File: src/rtl/swap_counter_pkg.sv
// Shared types for the swap/counter monitor: decoded operation, FSM state and
// statistics width, plus the saturating increment used by the event counters.
package swap_counter_pkg;

  localparam int STAT_W = 8;

  typedef enum logic [1:0] {
    HOLD    = 2'd0,
    COUNT   = 2'd1,
    SWAP    = 2'd2,
    ILLEGAL = 2'd3
  } op_t;

  typedef enum logic [1:0] {
    EMPTY = 2'd0,
    TRACK = 2'd1,
    ERROR = 2'd2
  } state_t;

  function automatic logic [STAT_W-1:0] sat_inc(input logic [STAT_W-1:0] v);
    return (v == '1) ? v : v + STAT_W'(1);
  endfunction

endpackage

File: src/rtl/swap_counter_monitor_if.sv
// Sample/decode bus of the swap/counter monitor. Statistics outputs exist only
// when MONITOR_STATS_EN is defined. The bus carries no backpressure: a
// snapshot is taken on every cycle with sample_valid=1, and op_valid is a
// one-cycle pulse with no ready.
interface swap_counter_monitor_if
  import swap_counter_pkg::*;
#(
  parameter int W = 4
);
  logic           sample_valid;
  logic [W-1:0]   up_in;
  logic [W-1:0]   down_in;
  logic           clear_err;
  op_t            op_out;
  logic           op_valid;
  logic           ambiguous;
  logic           err;
  state_t         state_dbg;
`ifdef MONITOR_STATS_EN
  logic [STAT_W-1:0] count_events;
  logic [STAT_W-1:0] swap_events;
  logic [STAT_W-1:0] illegal_events;
`endif

  modport master (
`ifdef MONITOR_STATS_EN
    input  count_events, swap_events, illegal_events,
`endif
    output sample_valid, up_in, down_in, clear_err,
    input  op_out, op_valid, ambiguous, err, state_dbg
  );

  modport slave (
`ifdef MONITOR_STATS_EN
    output count_events, swap_events, illegal_events,
`endif
    input  sample_valid, up_in, down_in, clear_err,
    output op_out, op_valid, ambiguous, err, state_dbg
  );

endinterface

File: src/rtl/swap_counter_monitor_pair_classify.sv
// Combinational classifier: explains the step (U,D) -> (U',D') as HOLD, COUNT
// or SWAP with HOLD > COUNT > SWAP priority, flagging multiple matches.
module pair_classify
  import swap_counter_pkg::*;
#(
  parameter int W = 4
) (
  input  logic [W-1:0] u_i,
  input  logic [W-1:0] d_i,
  input  logic [W-1:0] u_new_i,
  input  logic [W-1:0] d_new_i,
  output op_t          op_o,
  output logic         ambiguous_o
);

  logic hold_m;
  logic count_m;
  logic swap_m;

  // Arithmetic stays W bits wide so 15->0 and 0->15 wrap naturally.
  assign hold_m  = (u_new_i == u_i) && (d_new_i == d_i);
  assign count_m = (u_new_i == u_i + W'(1)) && (d_new_i == d_i - W'(1));
  assign swap_m  = (u_new_i == d_i) && (d_new_i == u_i);

  assign ambiguous_o = (hold_m & count_m) | (hold_m & swap_m) | (count_m & swap_m);

  always_comb begin
    op_o = ILLEGAL;
    if (hold_m)       op_o = HOLD;
    else if (count_m) op_o = COUNT;
    else if (swap_m)  op_o = SWAP;
  end

endmodule

File: src/rtl/swap_counter_monitor.sv
// Swap/counter monitor: tracks (up,down) snapshots and reports the operation
// explaining each step one cycle later. Optional event statistics: MONITOR_STATS_EN.
module swap_counter_monitor
  import swap_counter_pkg::*;
#(
  parameter int W = 4
) (
  input  logic                   clock,
  input  logic                   reset_n,
  swap_counter_monitor_if.slave  bus
);

  state_t         state_q, state_d;
  logic [W-1:0]   u_q, u_d;
  logic [W-1:0]   d_q, d_d;
  op_t            op_q, op_d;
  logic           op_valid_q, op_valid_d;
  logic           amb_q, amb_d;
  op_t            cls_op;
  logic           cls_amb;

  pair_classify #(.W(W)) u_classify (
    .u_i         (u_q),
    .d_i         (d_q),
    .u_new_i     (bus.up_in),
    .d_new_i     (bus.down_in),
    .op_o        (cls_op),
    .ambiguous_o (cls_amb)
  );

  always_ff @(posedge clock or negedge reset_n) begin
    if (!reset_n) begin
      state_q    <= EMPTY;
      u_q        <= '0;
      d_q        <= '0;
      op_q       <= HOLD;
      op_valid_q <= 1'b0;
      amb_q      <= 1'b0;
    end else begin
      state_q    <= state_d;
      u_q        <= u_d;
      d_q        <= d_d;
      op_q       <= op_d;
      op_valid_q <= op_valid_d;
      amb_q      <= amb_d;
    end
  end

  // Every valid sample refreshes the reference; only TRACK decodes it.
  always_comb begin
    state_d    = state_q;
    u_d        = u_q;
    d_d        = d_q;
    op_d       = op_q;
    op_valid_d = 1'b0;
    amb_d      = 1'b0;
    if (bus.sample_valid) begin
      u_d = bus.up_in;
      d_d = bus.down_in;
    end
    unique case (state_q)
      EMPTY: begin
        if (bus.sample_valid) state_d = TRACK;
      end
      TRACK: begin
        if (bus.sample_valid) begin
          op_d       = cls_op;
          op_valid_d = 1'b1;
          amb_d      = cls_amb;
          if (cls_op == ILLEGAL) state_d = ERROR;
        end
      end
      ERROR: begin
        if (bus.clear_err) state_d = TRACK;
      end
      default: state_d = EMPTY;
    endcase
  end

  assign bus.op_out    = op_q;
  assign bus.op_valid  = op_valid_q;
  assign bus.ambiguous = amb_q;
  assign bus.err       = (state_q == ERROR);
  assign bus.state_dbg = state_q;

`ifdef MONITOR_STATS_EN
  logic [STAT_W-1:0] count_ev_q;
  logic [STAT_W-1:0] swap_ev_q;
  logic [STAT_W-1:0] illegal_ev_q;

  always_ff @(posedge clock or negedge reset_n) begin
    if (!reset_n) begin
      count_ev_q   <= '0;
      swap_ev_q    <= '0;
      illegal_ev_q <= '0;
    end else if (op_valid_d) begin
      if (op_d == COUNT)   count_ev_q   <= sat_inc(count_ev_q);
      if (op_d == SWAP)    swap_ev_q    <= sat_inc(swap_ev_q);
      if (op_d == ILLEGAL) illegal_ev_q <= sat_inc(illegal_ev_q);
    end
  end

  assign bus.count_events   = count_ev_q;
  assign bus.swap_events    = swap_ev_q;
  assign bus.illegal_events = illegal_ev_q;
`endif

endmodule

File: src/flat_wrapper.sv
// flat-port wrapper written by rule: the top's interface ports become plain ports
module swap_counter_monitor_flat import swap_counter_pkg::*;
#(
  parameter int W = 4
)
  (clock, reset_n, bus_sample_valid, bus_up_in, bus_down_in, bus_clear_err, bus_op_out, bus_op_valid, bus_ambiguous, bus_err, bus_state_dbg);
  swap_counter_monitor_if #(.W(W)) bus_i ();
  input  logic clock;
  input  logic reset_n;
  input wire logic [$bits(bus_i.sample_valid)-1:0] bus_sample_valid;
  input wire logic [$bits(bus_i.up_in)-1:0] bus_up_in;
  input wire logic [$bits(bus_i.down_in)-1:0] bus_down_in;
  input wire logic [$bits(bus_i.clear_err)-1:0] bus_clear_err;
  output wire logic [$bits(bus_i.op_out)-1:0] bus_op_out;
  output wire logic [$bits(bus_i.op_valid)-1:0] bus_op_valid;
  output wire logic [$bits(bus_i.ambiguous)-1:0] bus_ambiguous;
  output wire logic [$bits(bus_i.err)-1:0] bus_err;
  output wire logic [$bits(bus_i.state_dbg)-1:0] bus_state_dbg;
  assign bus_i.sample_valid = bus_sample_valid;
  assign bus_i.up_in = bus_up_in;
  assign bus_i.down_in = bus_down_in;
  assign bus_i.clear_err = bus_clear_err;
  assign bus_op_out = bus_i.op_out;
  assign bus_op_valid = bus_i.op_valid;
  assign bus_ambiguous = bus_i.ambiguous;
  assign bus_err = bus_i.err;
  assign bus_state_dbg = bus_i.state_dbg;
  swap_counter_monitor #(.W(W)) u_core (.clock(clock), .reset_n(reset_n), .bus(bus_i));
endmodule
File: config.mk
export PLATFORM = sky130hd
export DESIGN_NAME = swap_counter_monitor_flat
export DESIGN_NICKNAME = d
export VERILOG_FILES = /design/src/rtl/swap_counter_pkg.sv /design/src/rtl/swap_counter_monitor_if.sv /design/src/rtl/swap_counter_monitor_pair_classify.sv /design/src/rtl/swap_counter_monitor.sv /design/src/flat_wrapper.sv
export SDC_FILE = /design/constraint.sdc
export NUM_CORES = 1
export LEC_CHECK = 0
export CORE_AREA = 2 2 48 50
export CTS_BUF_LIST = sky130_fd_sc_hd__clkbuf_16
export DETAILED_ROUTE_END_ITERATION = 12
export DIE_AREA = 0 0 50 52
export HOLD_SLACK_MARGIN = 0.05
export PLACE_DENSITY = 0.71
export SLEW_MARGIN = 20
export SYNTH_ARGS = -nofsm -noshare
export SYNTH_HDL_FRONTEND = slang
export SYNTH_HIERARCHICAL = 1
export SYNTH_SLANG_ARGS = --single-unit
File: constraint.sdc
create_clock -name clock -period 4.4 [get_ports clock]
set_clock_uncertainty 0.2 [all_clocks]
set_input_delay 0.88 -clock clock [delete_from_list [all_inputs] [get_ports clock]]
set_output_delay 0.88 -clock clock [all_outputs]
set_load 0.01 [all_outputs]
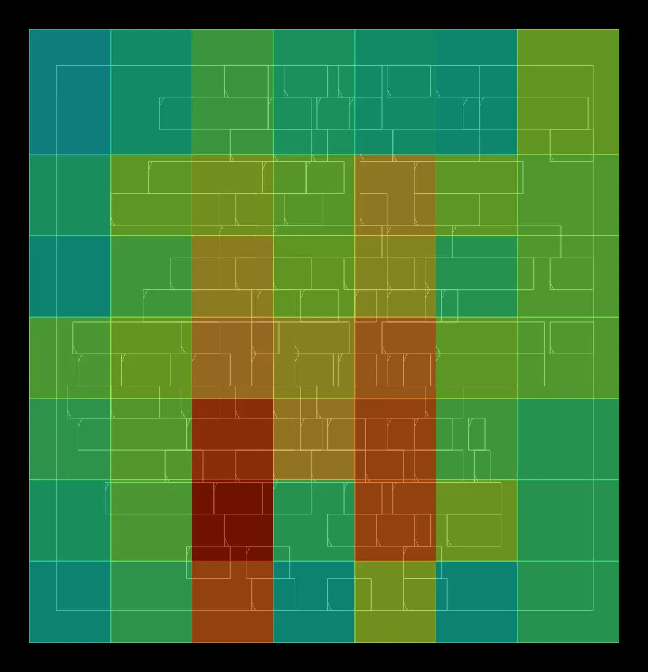
*Routing congestion, run 1*
gr usage total: 14.9%
DR WL/cell: 13.1 µm

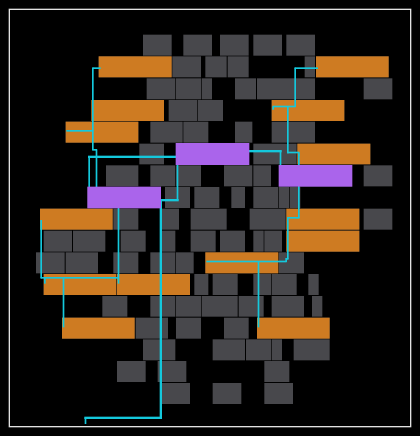
*Routed clock nets over the placement, run 1*
Drawn at 8 px/µm.
[orange] flip-flops | count: 14
[purple] cells driving clock nets | count: 3
[cyan] clock wires | length: 195 µm
routed clock nets: 4

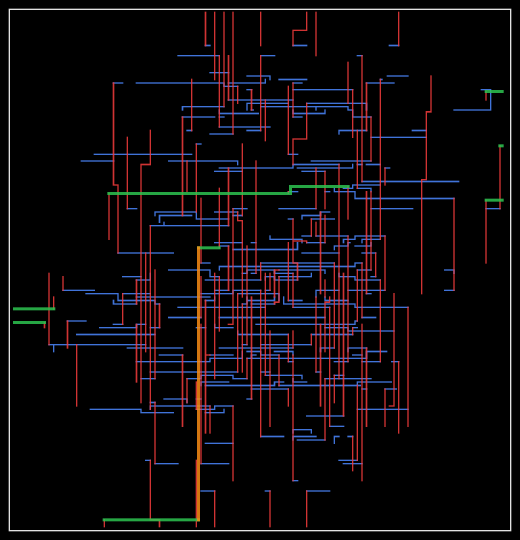
*Metal layers overlaid, run 1*
Drawn at 10 px/µm.
| colour | layer | wire length |
|---|---|---|
| orange | met4 | 27.2 µm |
| blue | met1 | 691 µm |
| green | met3 | 46.5 µm |
| red | met2 | 870 µm |

==> flow_summary.toml, run 1 <==
# synthesis and place-and-route metrics
[logic_synthesis]
top_cells_by_area = "dfrtp_1 (39%), xor2_1 (14%), mux2_2 (10%)"
yosys.stat.seqShare_pct = 39.2
syn_area_um2 = 895
synthTopCellsByCount = "dfrtp_1 (14), xor2_1 (14), mux2_2 (8), xnor2_1 (8), inv_1 (5)"
synthCells = 77
largest_area_cell = "dfrtp_1"
yosys.area_share.simple_pct = 14.3
synth.cellmix.adderShare_pct = 2.80
synth_xor_xnor_area_share_pct = 21.5
mux_share_pct = 13.4
ys_cells = 77
yosys_area_um2 = 895
yosys.cell_types.count = 25
synth.avg_cell_area_um2 = 11.6
fp_nets = 91
ys_sh_aoi_pct = 5.45
ys_ff = 14
netlist_logic_family_top = "XOR/XNOR gates"
ys.flop_type = "dfrtp_1"
ys_async_sr_fraction_pct = 100
yosys_warnings = 6
yosys.area.top_type_share_pct = 39.2

[placement]
finalWeightedCongestion = 0.798
port_buffers = 18
post-place-cells = 122
placed_cell_area_um2 = 1100
pre_cts_ws_ns = 1.46
place_hpwl_um = 1320

[grt]
grt_util_met1_pct = 16.8
grt-ovfl-total = 0
grt_pass1_vias = 668
antenna_found_initial = 0
grt_pass1_wl_um = 2890
grt_most_used_layer = "met2"
grt_max_degree = 15
grtUsageMet2_pct = 26.5
grt.met3_usage_pct = 4.31

[min_path]
whs_endpoint = "u_core/bus.op_out[1]"
hold_class = "reg2reg"
holdPathStages = 1
worstHoldStart = "u_core/bus.op_out[1]"

[layout]
flops = 14
layout_top_cell = "clkdlybuf4s50_1"
sh_comb_area_pct = 43.8
syn_to_final_growth_pct = 31.2
inverters = 5
multi_input_comb_cells = 57
buffers = 18
lay_top_cells = "clkdlybuf4s50_1 (18), dfrtp_1 (14), xor2_1 (14)"
top_regs = "u_core/d_q (4), u_core/u_q (4)"
clock_area_share_pct = 6.40
layout.cells.non_filler = 125
comb_area_um2 = 514
largest_class = "multi-input combinational cells"
fillerInstances = 181
finalInstanceArea_um2 = 1170
seq_area_um2 = 350
layout.nets = 113
drive_above_1_share_pct = 17.5
seq_share_pct = 29.9
buf_share_pct = 15.4
final_util_pct = 55.7
antennaDiodeCount = 0
nClkBuffers = 3

[route]
vias = 616
wl_met2_um = 869
wl_um = 1630
routed-wl-met3_um = 46
viasPerCell = 4.93
drt-pass1-iter-count = 2
ant_nets = 0
routed.top_layer = "met4"
drc = 0
wl_met1_um = 691
drtIter0Drc = 4

[setup_path]
worst-path-buf-inv = 1
critical_path_depth = 7
worstPathMaxFanout = 4
cp_data_required_time_ns = 4.35
cp-start-kind = "input pin"
timing.rr.start = "u_core/d_q[0]"
r2r_slack_ns = 2.25
critPathKind = "in2reg"
worstSetupEndpointType = "flip-flop"
cp_top_family = "simple AND/OR/NAND/NOR gates"
cp_slowest_cell = "clkdlybuf4s50_1"
r2r-end = "u_core/bus.state_dbg[0]"
rr_worst_depth = 8
arrival_ns = 2.69
startpoint = "bus_down_in[1]"
path_cells = "clkdlybuf4s50_1 -> xor2_1 -> nor4_1 -> and2_1 -> o22ai_1 -> nand4_1 -> a21boi_0"
cp_slowest_stage_delay_ns = 0.49

[die]
dieWidth_um = 50
core_area_um2 = 2110
chipArea_um2 = 2600
rows = 17
core_util_floorplan_pct = 42.5
taps = 28
die_h_um = 52
ios = 19

[sta]
clock.fmax_ghz = 0.365
period_needed_ns = 2.74
whs_ns = 0.327
worst_pin_slew_ns = 0.618
worst_slack_ns = 1.66
hold_viol_final = 0
rsz0062_at_grt = "no"
maxSlewViolCount = 0
relSlewSlack_pct = 58.7
finalSetupTns_ns = 0
setup_viol = 0
period_used_pct = 62.2

[pwr]
power.density_nw_per_um2 = 417
p_int_mw = 0.354
p_sw_share_pct = 27.7
power_leader = "sequential cells"
power.switching_mw = 0.136
design_power_total_mw = 0.490
leakagePower_nw = 0.484
power_clock_mw = 0.166
seq_power_share_pct = 35.9
pg_comb_mw = 0.148
pg_seq_mw = 0.176
comb_power_share_pct = 30.3
peakVddDrop_mv = 0.256
clock_power_share_pct = 33.8

[clocking]
cts_tree = "built"
cts_setup_buffers = 0
ctsHoldBuffers = 0
cts-root-buf = "clkbuf_16"
cts_buffers = 3
max-clock-path-buffers = 2
cts_resized = 0
htreeDepth = 1
path_clk_slew_ns = 0.04
clk_latency_ns = 0.24
clock-sinks = 14

[flow_run]
warnings = 26
cap_violations = 0

[outcome]
outcome = "finished, final reports clean"
### PDN straps and rails, run 1

Drawn at 10 px/µm. Pins as bars on the die edge. Tap cells in grey.
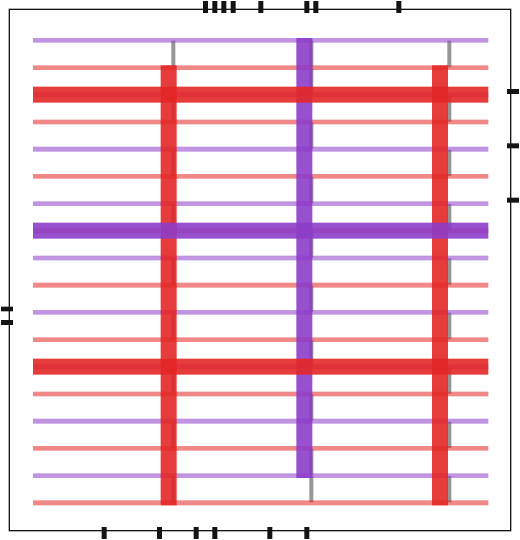

==> run 2: changes to the inputs <==
--- a/config.mk
+++ b/config.mk
@@ -5,10 +5,10 @@
 export SDC_FILE = /design/constraint.sdc
 export NUM_CORES = 1
 export LEC_CHECK = 0
-export CORE_AREA = 2 2 48 50
+export CORE_AREA = 2 2 49 51
 export CTS_BUF_LIST = sky130_fd_sc_hd__clkbuf_16
 export DETAILED_ROUTE_END_ITERATION = 12
-export DIE_AREA = 0 0 50 52
+export DIE_AREA = 0 0 51 53
 export HOLD_SLACK_MARGIN = 0.05
 export PLACE_DENSITY = 0.71
 export SLEW_MARGIN = 20
==> constraint.sdc (replaced) <==
create_clock -name clock -period 2.5 [get_ports clock]
set_clock_uncertainty 0.2 [all_clocks]
set_input_delay 0.5 -clock clock [delete_from_list [all_inputs] [get_ports clock]]
set_output_delay 0.5 -clock clock [all_outputs]
set_load 0.01 [all_outputs]
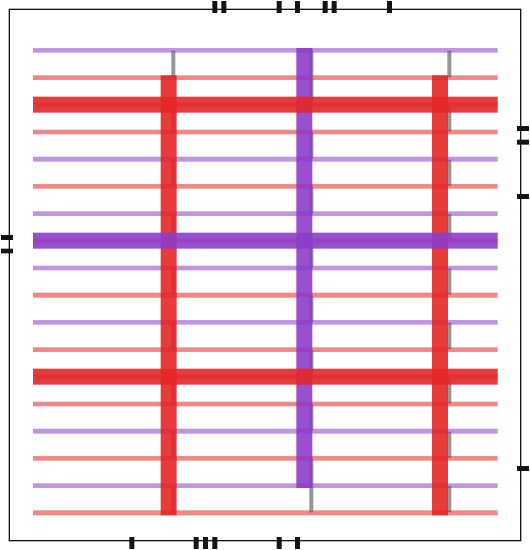
*PDN straps and rails, run 2*
Drawn at 10 px/µm. Pins as bars on the die edge. Tap cells in grey.
| colour | net |
|---|---|
| purple | VDD |
| red | VSS |
signal pins: 19
rows: 17
core area: 2150 µm²
worst vdd ir: 0.388 mV

==> run 2 against run 1 <==
- combinational power up 81%
- synthesized cell count unchanged
- flip-flop count unchanged
- largest cell class unchanged
- critical path type unchanged
==> flow_summary.toml, run 2 <==
# synthesis and place-and-route metrics
[die]
taps = 28
core_util_floorplan_pct = 41.6
dieWidth_um = 51
ios = 19
rows = 17
chipArea_um2 = 2700

[placement]
port_buffers = 18
placed_cell_area_um2 = 1110
place_hpwl_um = 1390
finalWeightedCongestion = 0.849
post-place-cells = 123

[min_path]
worstHoldStart = "u_core/bus.op_out[0]"
whs_endpoint = "u_core/bus.op_out[0]"

[logic_synthesis]
syn_area_um2 = 895
mux_share_pct = 13.4
synthCells = 77
ys.flop_type = "dfrtp_1"
fp_nets = 91
netlist_logic_family_top = "XOR/XNOR gates"
largest_area_cell = "dfrtp_1"
synthTopCellsByCount = "dfrtp_1 (14), xor2_1 (14), mux2_2 (8), xnor2_1 (8), inv_1 (5)"
yosys.cell_types.count = 25
yosys_warnings = 6
yosys.stat.seqShare_pct = 39.2
synth.cellmix.adderShare_pct = 2.80
synth_xor_xnor_area_share_pct = 21.5
yosys_area_um2 = 895
yosys.area.top_type_share_pct = 39.2
ys_async_sr_fraction_pct = 100

[setup_path]
critPathKind = "in2reg"
startpoint = "bus_up_in[3]"
arrival_ns = 2.24
r2r-end = "u_core/bus.state_dbg[0]"
cp_slowest_cell = "clkdlybuf4s50_1"
cp-start-kind = "input pin"
r2r_slack_ns = 0.26
worstSetupEndpointType = "flip-flop"
cp_slowest_stage_delay_ns = 0.53
rr_worst_depth = 8
cp_data_required_time_ns = 2.41

[clocking]
clock-sinks = 14
cts_resized = 0
ctsHoldBuffers = 0
cts_setup_buffers = 0
clk_latency_ns = 0.24
cts_tree = "built"

[pwr]
power.switching_mw = 0.246
p_sw_share_pct = 28.1
pg_seq_mw = 0.310
pg_comb_mw = 0.268
power.density_nw_per_um2 = 735
leakagePower_nw = 0.490
power_leader = "sequential cells"
design_power_total_mw = 0.875

[layout]
inverters = 5
clock_area_share_pct = 6.62
largest_class = "multi-input combinational cells"
buf_share_pct = 15.8
layout_top_cell = "clkdlybuf4s50_1"
flops = 14
drive_above_1_share_pct = 19.2
seq_area_um2 = 350
syn_to_final_growth_pct = 33.1
multi_input_comb_cells = 57
fillerInstances = 183

[grt]
grt_max_degree = 15
grt_pass1_vias = 671
grt.met3_usage_pct = 3.67
grt-ovfl-total = 0
grt_most_used_layer = "met2"
grtUsageMet2_pct = 26.6
antenna_found_initial = 0
grt_util_met1_pct = 20.6
grt_usage_pct = 16.3

[route]
wl_met1_um = 780
routed.top_layer = "met4"
drt-pass1-iter-count = 4
drtIter0Drc = 15
vias = 662
drt-wirelength-per-cell_um = 13.8
drc = 0
viasPerCell = 5.21

[outcome]
outcome = "finished, final reports clean"

[flow_run]
warnings = 26

[sta]
whs_ns = 0.311
maxSlewViolCount = 0
rsz0062_at_grt = "no"
period_needed_ns = 2.33
relSlewSlack_pct = 58.9
clock.fmax_ghz = 0.429
finalSetupTns_ns = 0
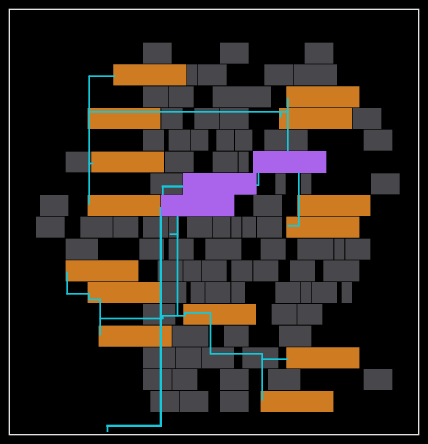
*Routed clock nets over the placement, run 2*
Drawn at 8 px/µm.
[purple] cells driving clock nets | count: 3
[orange] flip-flops | count: 14
[cyan] clock wires | length: 188 µm
routed clock nets: 4
clock power share: 33.9%
Clk power: 0.297 mW

==> run 3: changes to the inputs <==
--- a/config.mk
+++ b/config.mk
@@ -9,6 +9,7 @@
 export CTS_BUF_LIST = sky130_fd_sc_hd__clkbuf_16
 export DETAILED_ROUTE_END_ITERATION = 12
 export DIE_AREA = 0 0 51 53
+export GPL_TIMING_DRIVEN = 1
 export HOLD_SLACK_MARGIN = 0.05
 export PLACE_DENSITY = 0.71
 export SLEW_MARGIN = 20
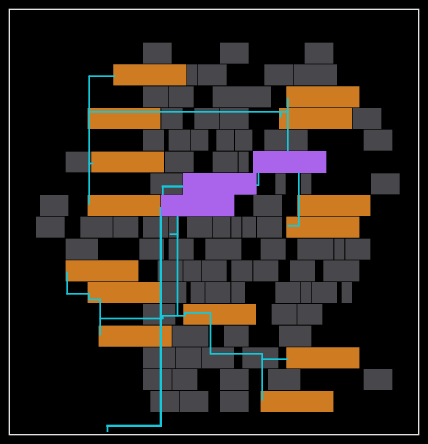
*Routed clock nets over the placement, run 3*
Drawn at 8 px/µm.
[orange] flip-flops | count: 14
[purple] cells driving clock nets | count: 3
[cyan] clock wires | length: 188 µm
routed clock nets: 4
clk_lat worst skew: 0.24 ns

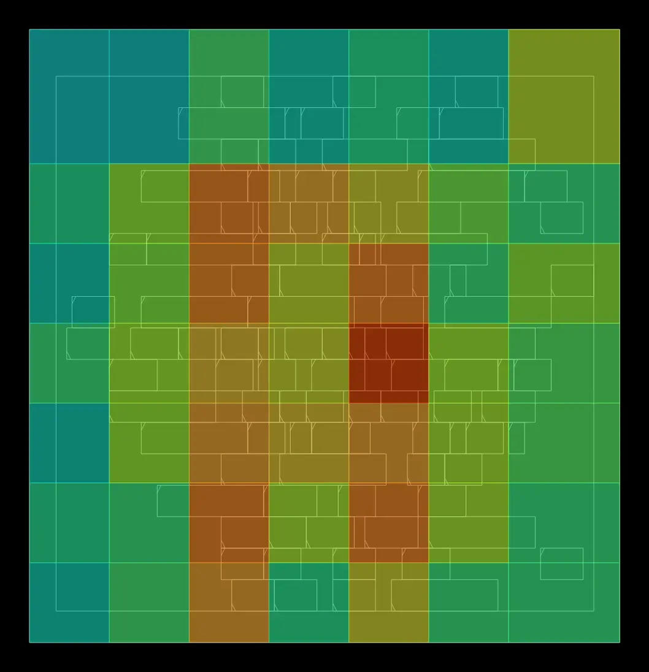
*Routing congestion, run 3*
final core utilization: 55.4%
met3 Use GR: 3.67%
DR WL/cell: 13.8 µm
met1 Use GR: 20.6%

==> run 3 against run 2 <==
- non-clock buffer count is the same
- setup slack is the same
- count of clock-buffer cells in the layout is the same
- clock power is essentially flat
- critical endpoint unchanged
==> flow_summary.toml, run 3 <==
# synthesis and place-and-route metrics
[route]
routed-wl-met3_um = 66
drtIter0Drc = 15
wl_um = 1750
vias = 662
wl_met2_um = 861
viasPerCell = 5.21
drt-pass1-iter-count = 4
routed.top_layer = "met4"

[layout]
antennaDiodeCount = 0
largest_class = "multi-input combinational cells"
seq_share_pct = 29.4
seq_area_um2 = 350
inverters = 5
multi_input_comb_cells = 57
syn_to_final_growth_pct = 33.1
layout_top_cell = "clkdlybuf4s50_1"
flops = 14
buffers = 19
buf_share_pct = 15.8
finalInstanceArea_um2 = 1190
clock_area_share_pct = 6.62
drive_above_1_share_pct = 19.2
top_regs = "u_core/d_q (4), u_core/u_q (4)"
sh_comb_area_pct = 43.7
layout.cells.non_filler = 127

[placement]
post-place-cells = 123
pre_cts_ws_ns = -0.0823
placed_cell_area_um2 = 1110
finalWeightedCongestion = 0.849
port_buffers = 18

[die]
ios = 19
core_util_floorplan_pct = 41.6
die_h_um = 53
rows = 17

[grt]
grt_most_used_layer = "met2"
grt-ovfl-total = 0
antenna_found_initial = 0
grtUsageMet2_pct = 26.6
grt_max_degree = 15
grt_pass1_wl_um = 3220
grt_usage_pct = 16.3

[setup_path]
r2r-end = "u_core/bus.state_dbg[0]"
critical_path_depth = 7
worstPathMaxFanout = 3
cp_top_family = "buffers and inverters"
worst-path-buf-inv = 1
cp_data_required_time_ns = 2.41
timing.rr.start = "u_core/d_q[0]"
r2r_slack_ns = 0.26
critPathKind = "in2reg"
cp_slowest_stage_delay_ns = 0.53
arrival_ns = 2.24
path_cells = "clkdlybuf4s50_1 -> xor2_1 -> xor2_1 -> nand3_1 -> o22ai_1 -> nand4_1 -> a21boi_0"
worstSetupEndpointType = "flip-flop"

[flow_run]
cap_violations = 0
warnings = 26

[sta]
maxSlewViolCount = 0
whs_ns = 0.311
finalSetupTns_ns = 0
relSlewSlack_pct = 58.9
worst_pin_slew_ns = 0.614
clock.fmax_ghz = 0.429
period_used_pct = 93.2
period_needed_ns = 2.33

[logic_synthesis]
ys_cells = 77
synth_xor_xnor_area_share_pct = 21.5
synth.avg_cell_area_um2 = 11.6
ys_ff = 14
yosys.area_share.simple_pct = 14.3
synth.cellmix.adderShare_pct = 2.80
yosys.stat.seqShare_pct = 39.2
ys_sh_aoi_pct = 5.45
synthCells = 77
yosys.cell_types.count = 25
largest_area_cell = "dfrtp_1"
fp_nets = 91
synthTopCellsByCount = "dfrtp_1 (14), xor2_1 (14), mux2_2 (8), xnor2_1 (8), inv_1 (5)"
yosys.area.top_type_share_pct = 39.2
yosys_warnings = 6
yosys_area_um2 = 895
top_cells_by_area = "dfrtp_1 (39%), xor2_1 (14%), mux2_2 (10%)"

[pwr]
pg_comb_mw = 0.268
power.density_nw_per_um2 = 735
peakVddDrop_mv = 0.388
seq_power_share_pct = 35.4
comb_power_share_pct = 30.6
power_clock_mw = 0.297
leakagePower_nw = 0.490
power_leader = "sequential cells"
p_sw_share_pct = 28.1
power.switching_mw = 0.246

[min_path]
worstHoldStart = "u_core/bus.op_out[0]"
holdPathStages = 1
whs_endpoint = "u_core/bus.op_out[0]"
hold_class = "reg2reg"

[clocking]
cts_buffers = 3
path_clk_slew_ns = 0.05
max-clock-path-buffers = 2
cts_tree = "built"
cts_resized = 0
clock-sinks = 14
htreeDepth = 1

[outcome]
outcome = "finished, final reports clean"
Power figures rest on the tool's default switching activity, not on a simulated workload.
